==> src/rtl/data_island_assembler.sv <==
// Data-island packet assembler: two-slot packet buffer feeding a 9-bit per-pixel stream with BCH ECC.
// Optional statistics counters are built only when DATA_ISLAND_ASSEMBLER_STATS_EN is defined.
module data_island_assembler #(
  parameter int          MAX_PACKETS = 18,
  parameter logic [7:0]  ECC_POLY    = 8'b10000011
) (
  input  logic         clk_pixel,
  input  logic         reset,
  input  logic         data_island_period,
  input  logic         pkt_valid,
  output logic         pkt_ready,
  input  logic [23:0]  pkt_header,
  input  logic [223:0] pkt_sub,
  output logic [8:0]   packet_data,
  output logic [4:0]   counter,
  output logic [4:0]   packet_index,
  output logic         island_overrun,
  output logic         island_truncated,
  output logic [15:0]  packets_sent,
  output logic [15:0]  nulls_sent
);

  localparam logic [4:0] LAST_INDEX = 5'(MAX_PACKETS - 1);

  logic             hold_valid, active_valid;
  logic [23:0]      hold_header, active_header;
  logic [3:0][55:0] hold_sub, active_sub;
  logic [4:0]       counter_q, packet_index_q;
  logic [7:0]       header_ecc;
  logic [3:0][7:0]  sub_ecc;
  logic [5:0]       pair_lo, pair_hi;
  logic             load, transfer, finish, truncate;

  function automatic logic [7:0] bch_step(input logic [7:0] ecc, input logic b);
    return (ecc >> 1) ^ ((ecc[0] ^ b) ? ECC_POLY : 8'h00);
  endfunction

  // Handshake: a packet moves into the hold slot on any clk_pixel edge where
  // pkt_valid && pkt_ready; upstream keeps pkt_valid and payload stable until
  // then. pkt_ready depends only on the hold slot being empty.
  assign pkt_ready = !hold_valid;
  assign load      = pkt_valid && pkt_ready;
  assign finish    = data_island_period && (counter_q == 5'd31);
  assign truncate  = !data_island_period && (counter_q != 5'd0);
  assign transfer  = hold_valid && ((!data_island_period && !active_valid) || finish);

  assign pair_lo = {counter_q, 1'b0};
  assign pair_hi = {counter_q, 1'b1};

  // counter_q only holds a nonzero value outside an island on the first idle cycle
  assign counter      = data_island_period ? counter_q : 5'd0;
  assign packet_index = data_island_period ? packet_index_q : 5'd0;

  always_ff @(posedge clk_pixel or posedge reset) begin
    if (reset) begin
      hold_valid       <= 1'b0;
      active_valid     <= 1'b0;
      hold_header      <= '0;
      hold_sub         <= '0;
      active_header    <= '0;
      active_sub       <= '0;
      counter_q        <= '0;
      packet_index_q   <= '0;
      header_ecc       <= '0;
      sub_ecc          <= '0;
      island_overrun   <= 1'b0;
      island_truncated <= 1'b0;
    end else begin
      island_overrun   <= 1'b0;
      island_truncated <= 1'b0;

      if (data_island_period) begin
        counter_q <= counter_q + 5'd1;
        if (counter_q == 5'd31) begin
          header_ecc <= '0;
          sub_ecc    <= '0;
          if (packet_index_q == LAST_INDEX) island_overrun <= 1'b1;
          else packet_index_q <= packet_index_q + 5'd1;
        end else begin
          if (counter_q < 5'd24)
            header_ecc <= bch_step(header_ecc, active_header[counter_q]);
          if (counter_q < 5'd28)
            for (int k = 0; k < 4; k++)
              sub_ecc[k] <= bch_step(bch_step(sub_ecc[k], active_sub[k][pair_lo]),
                                     active_sub[k][pair_hi]);
        end
      end else begin
        counter_q      <= '0;
        packet_index_q <= '0;
        header_ecc     <= '0;
        sub_ecc        <= '0;
        if (truncate) island_truncated <= 1'b1;
      end

      if (load) begin
        hold_header <= pkt_header;
        hold_sub    <= pkt_sub;
      end
      if (load) hold_valid <= 1'b1;
      else if (transfer) hold_valid <= 1'b0;

      // A finished or truncated packet leaves zeros behind so the next slot is a null packet
      if (transfer) begin
        active_valid  <= 1'b1;
        active_header <= hold_header;
        active_sub    <= hold_sub;
      end else if (finish || truncate) begin
        active_valid  <= 1'b0;
        active_header <= '0;
        active_sub    <= '0;
      end
    end
  end

  always_comb begin
    packet_data = '0;
    if (data_island_period) begin
      packet_data[0] = (counter_q < 5'd24) ? active_header[counter_q] : header_ecc[counter_q[2:0]];
      for (int k = 0; k < 4; k++) begin
        if (counter_q < 5'd28) begin
          packet_data[1+k] = active_sub[k][pair_lo];
          packet_data[5+k] = active_sub[k][pair_hi];
        end else begin
          packet_data[1+k] = sub_ecc[k][{counter_q[1:0], 1'b0}];
          packet_data[5+k] = sub_ecc[k][{counter_q[1:0], 1'b1}];
        end
      end
    end
  end

`ifdef DATA_ISLAND_ASSEMBLER_STATS_EN
  logic [15:0] packets_q, nulls_q;

  always_ff @(posedge clk_pixel or posedge reset) begin
    if (reset) begin
      packets_q <= '0;
      nulls_q   <= '0;
    end else if (finish) begin
      if (active_valid && packets_q != 16'hFFFF) packets_q <= packets_q + 16'd1;
      if (!active_valid && nulls_q != 16'hFFFF) nulls_q <= nulls_q + 16'd1;
    end
  end

  assign packets_sent = packets_q;
  assign nulls_sent   = nulls_q;
`else
  assign packets_sent = 16'd0;
  assign nulls_sent   = 16'd0;
`endif

endmodule
==> config.mk <==
export PLATFORM = sky130hd
export DESIGN_NAME = data_island_assembler
export DESIGN_NICKNAME = d
export VERILOG_FILES = /design/src/rtl/data_island_assembler.sv
export SDC_FILE = /design/constraint.sdc
export NUM_CORES = 1
export LEC_CHECK = 0
export ABC_AREA = 1
export CAP_MARGIN = 20
export CELL_PAD_IN_SITES_DETAIL_PLACEMENT = 0
export CELL_PAD_IN_SITES_GLOBAL_PLACEMENT = 1
export CORE_MARGIN = 3
export CORE_UTILIZATION = 38
export CTS_CLUSTER_SIZE = 20
export DETAILED_ROUTE_END_ITERATION = 16
export GPL_TIMING_DRIVEN = 1
export MAX_ROUTING_LAYER = met4
export PLACE_DENSITY = 0.88
export SLEW_MARGIN = 20
export SYNTH_ARGS = -nofsm -noshare
export SYNTH_HDL_FRONTEND = slang
export SYNTH_SLANG_ARGS = --single-unit
==> constraint.sdc <==
create_clock -name clk_pixel -period 17.6 [get_ports clk_pixel]
set_input_delay 1.76 -clock clk_pixel [delete_from_list [all_inputs] [get_ports clk_pixel]]
set_output_delay 1.76 -clock clk_pixel [all_outputs]
set_load 0.1 [all_outputs]
Fig. 1: run 1, register map, names as in the netlist
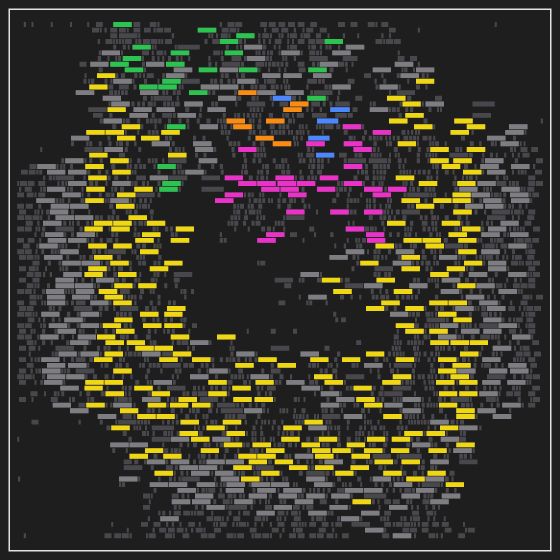
[blue] `counter_q` | placed flops: 5 | where: top center
[magenta] `sub_ecc` | placed flops: 32
[orange] `header_ecc` | placed flops: 8 | where: top center
[yellow] `active_sub` | placed flops: 224
[green] `hold_header` | placed flops: 24
not colored: 257
Power Sequential: 1830 uW
Util after Layout: 0.470

Fig. 2: run 1, drive-strength map
Bar = 100 um.
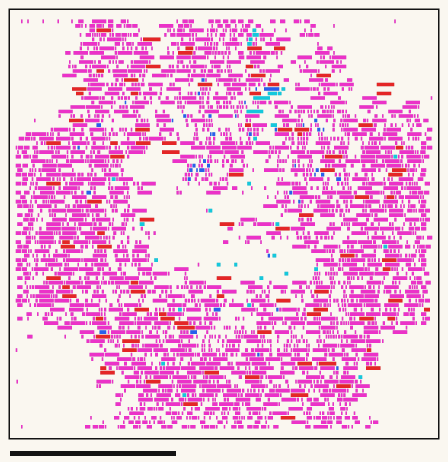
[magenta] _0 and _1 cells | cells: 2879 | most used: dfrtp_1
[red] _6 and larger | cells: 92 | most used: clkbuf_16
[cyan] _3 and _4 cells | cells: 30 | most used: buf_4
[blue] _2 cells | cells: 42 | most used: nand2_2
final setup margin: 11.14 ns
bufs w/o clock: 295

Fig. 3: run 1, clock wires, drivers and flops
Bar = 100 um.
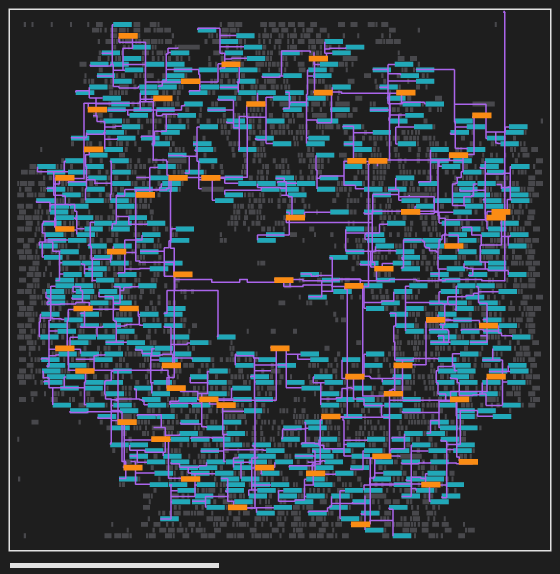
[orange] clock drivers | count: 57
[cyan] flip-flops | count: 550
[purple] clock wires | length: 7140 um
routed clock nets: 58
clock network fraction of design power: 0.308
clock latency on the worst-skew pair: 0.61 ns
skew final: 0.0187 ns
Clock group: 1320 uW

Fig. 4: run 1, clock nets
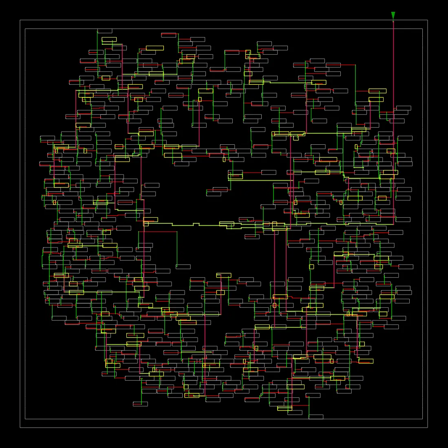
clk sinks: 550
Num CTS Buffers: 57
# clk buffers: 85
num sequential: 550

==> out/results.txt, run 1 <==
GRT busiest layer -> met2
internal power contribution -> 2880 uW
Vias/cell -> 4.91
Synth area leader -> dfrtp_1
sequential area share after synthesis -> 0.568
r2r setup slk -> 12.56 ns
post-DP HPWL -> 42000 um
CP dominant cell by count -> nand2_1
vias in the first global route -> 18800
PnR Total Power -> 4280 uW
post-cts repair resize count -> 0
Yosys chip area -> 24200 um2
crit end category -> primary output
final period utilization -> 0.367
Synth-to-Final Area Change -> 21.1%
Comb gate area -> 7510 um2
GR Util met1 -> 0.277
Crit-path slowest cell -> clkdlybuf4s50_1
Top Consumer -> registers
comb pwr -> 1130 uW
WS Path Type -> flip-flop to primary output
class of the worst hold path -> flip-flop to flip-flop
final count of negative-setup-slack endpoints -> 0
# IOs -> 306
NetSw -> 1400 uW
final hold violation count -> 0
Max Cap Viol -> 0
proportion of cell area spent on the clock network -> 0.0712
R2R cell count -> 12
Seq/total area -> 0.469
Stages on worst setup path -> 14
num rows -> 91
fp util -> 0.388
CTS tree -> built
pin count of the biggest net entering global routing -> 224
Hold Path Depth -> 1
Worst-Margin Slew -> 1.09 ns
PortBufs -> 273
Top cells excl fill/tap -> 547 x dfrtp_1, 512 x inv_1, 314 x nand2_1
top flop regs -> active_sub x224, hold_sub x224, sub_ecc x32
total negative slack -> 0 ns
combinational group share of total power -> 0.263
Commonest flop -> dfrtp_1
grt total ovfl -> 0
Worst Hold Endpoint -> packet_index_q[4]
Final Hold Slack -> 0.465 ns
Adder-Cell Fraction of Synth Area -> 0.00258
CP startpoint -> counter_q[0]
global routing met3 resource utilization -> 0.0285
Synth top area share -> 0.568
CP Buf/Inv Count -> 5
placed insts -> 3772
met3 wirelength from detailed routing -> 3290 um
simple-gate area share of the yosys netlist -> 0.143
core area -> 62400 um2
fin. max-slew vios -> 0
Worst-path clk slew -> 0.06 ns
placed instance area -> 27300 um2
ANT nets after route -> 0
post-cts hold-fix buffer tally -> 0
post-synthesis register bit count -> 550
Die W -> 259 um
met2 wire length -> 30800 um
most frequent logic cell in the layout -> dfrtp_1
CP max FO -> 64
H-Tree Depth -> 2
Crit path largest cell delay -> 0.97 ns
global-route wire length before repair -> 105000 um
number of non-clock inverters -> 529
comb area leader -> AND-OR/OR-AND gates
status -> completed
RSZ-0062 raised after global routing -> false
DR DRC count -> 0
RR Endpoint -> active_sub[116]
tool warnings -> 37
Synth Instances -> 2818
Setup crit start kind -> flip-flop
routed via count -> 19044
most instantiated cells after synthesis -> 550 x dfrtp_1, 513 x inv_1, 315 x nand2_1
Leading cell kind -> flip-flops and latches
worst setup path endpoint -> packet_data[8]
PwrDens -> 146 nW/um2
Fill cells -> 6095
Final min period -> 6.46 ns
Starting DRT DRC Count -> 1456
EDFF count, synth -> 0
DR pass1 iterations -> 5
asr flop ratio synth -> 1.00
drt wl/cell -> 16.9 um
VDD IR max -> 0.0796 mV
cell leakage power -> 0.0144 uW
Finished Cell Area -> 29300 um2
## Run 2: what changed since run 1
- clock period: 17.6 -> 5.5 ns (I/O delays scaled with it)
==> out/results.txt, run 2 <==
status -> completed
number of non-clock inverters -> 529 (unchanged)
Final Hold Slack -> 0.443 ns (-0.0218 ns)
Synth-to-Final Area Change -> 21.2% (about the same)
top flop regs -> active_sub x224, hold_sub x224, sub_ecc x32
Commonest flop -> dfrtp_1
Synth area leader -> dfrtp_1
core area -> 62400 um2 (unchanged)
drt wl/cell -> 16.8 um (-0.48%)
placed instance area -> 27400 um2 (+0.42%)
worst setup path endpoint -> packet_data[6]
Adder-Cell Fraction of Synth Area -> 0.00258 (unchanged)
PnR Total Power -> 13500 uW (+210%)
PortBufs -> 273 (unchanged)
Synth top area share -> 0.568 (unchanged)
Max Cap Viol -> 0 (unchanged)
pin count of the biggest net entering global routing -> 192 (-14%)
Setup crit start kind -> flip-flop
Clock group -> 4040 uW (+210%)
class of the worst hold path -> input pin to async pin
total negative slack -> 0 ns (unchanged)
fp util -> 0.388 (unchanged)
Top Consumer -> registers
final setup margin -> 1.54 ns (-9.59 ns)
tool warnings -> 56 (+51%)
R2R cell count -> 10 (-2)
EDFF count, synth -> 0 (unchanged)
final count of negative-setup-slack endpoints -> 0 (unchanged)
post-cts repair resize count -> 0 (unchanged)
Fill cells -> 6097 (+0.033%)
cell leakage power -> 0.0144 uW (+0.24%)
CP Buf/Inv Count -> 5 (unchanged)
placed insts -> 3779 (+0.19%)
Worst-path clk slew -> 0.06 ns (about the same)
simple-gate area share of the yosys netlist -> 0.143 (unchanged)
ANT nets after route -> 0 (unchanged)
Crit-path slowest cell -> dfrtp_4
Num CTS Buffers -> 58 (+1.8%)
clk sinks -> 550 (unchanged)
global-route wire length before repair -> 105000 um (about the same)
GR Util met1 -> 0.268 (-0.00911)
met2 wire length -> 31400 um (+2.1%)
asr flop ratio synth -> 1.00 (unchanged)
CP max FO -> 40 (-38%)
RR Endpoint -> active_sub[124]
Final min period -> 3.96 ns
Stages on worst setup path -> 13 (-1)
Synth Instances -> 2818 (unchanged)
Vias/cell -> 4.87 (-0.68%)
vias in the first global route -> 19033 (+1.2%)
final period utilization -> 0.719
bufs w/o clock -> 302 (+2.4%)
VDD IR max -> 0.235 mV (+200%)
r2r setup slk -> 1.57 ns (-10.99 ns)
Leading cell kind -> flip-flops and latches
post-synthesis register bit count -> 550 (unchanged)
WS Path Type -> flip-flop to primary output
RSZ-0062 raised after global routing -> false
num sequential -> 550 (unchanged)
PwrDens -> 459 nW/um2 (+210%)
# clk buffers -> 80 (-5.9%)
Yosys chip area -> 24200 um2 (unchanged)
clock network fraction of design power -> 0.300 (-0.008)
global routing met3 resource utilization -> 0.0326 (+0.00410)
internal power contribution -> 9040 uW (+210%)
most frequent logic cell in the layout -> dfrtp_1
Comb gate area -> 7510 um2 (unchanged)
fin. max-slew vios -> 0 (unchanged)
Fig. 5: run 2, register map, names as in the netlist
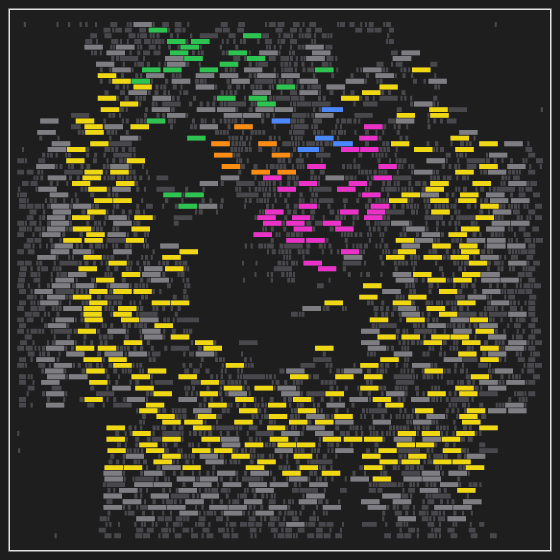
[magenta] `sub_ecc` | placed flops: 32
[blue] `counter_q` | placed flops: 5 | where: top center
[green] `hold_header` | placed flops: 24
[orange] `header_ecc` | placed flops: 8 | where: top center
[yellow] `active_sub` | placed flops: 224
not colored: 257
Power Sequential: 5880 uW
Seq/total area: 0.469
Util after Layout: 0.471
register area: 13800 um2

Fig. 6: run 2, M4 wires
Supply wires on this layer in gray.
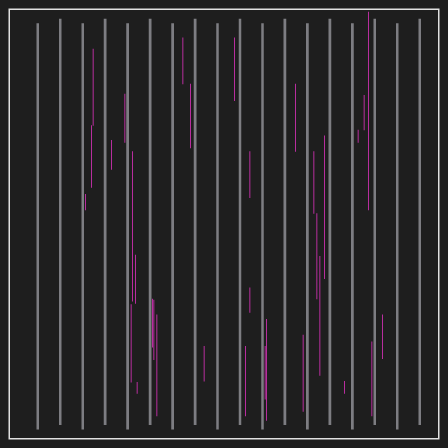
share of all routed wire: 2.0%
wire length on this layer: 1310 um
Post-Route WL: 65500 um
routed via count: 18949

No activity file was given, so power comes from the tool's default toggle rates.
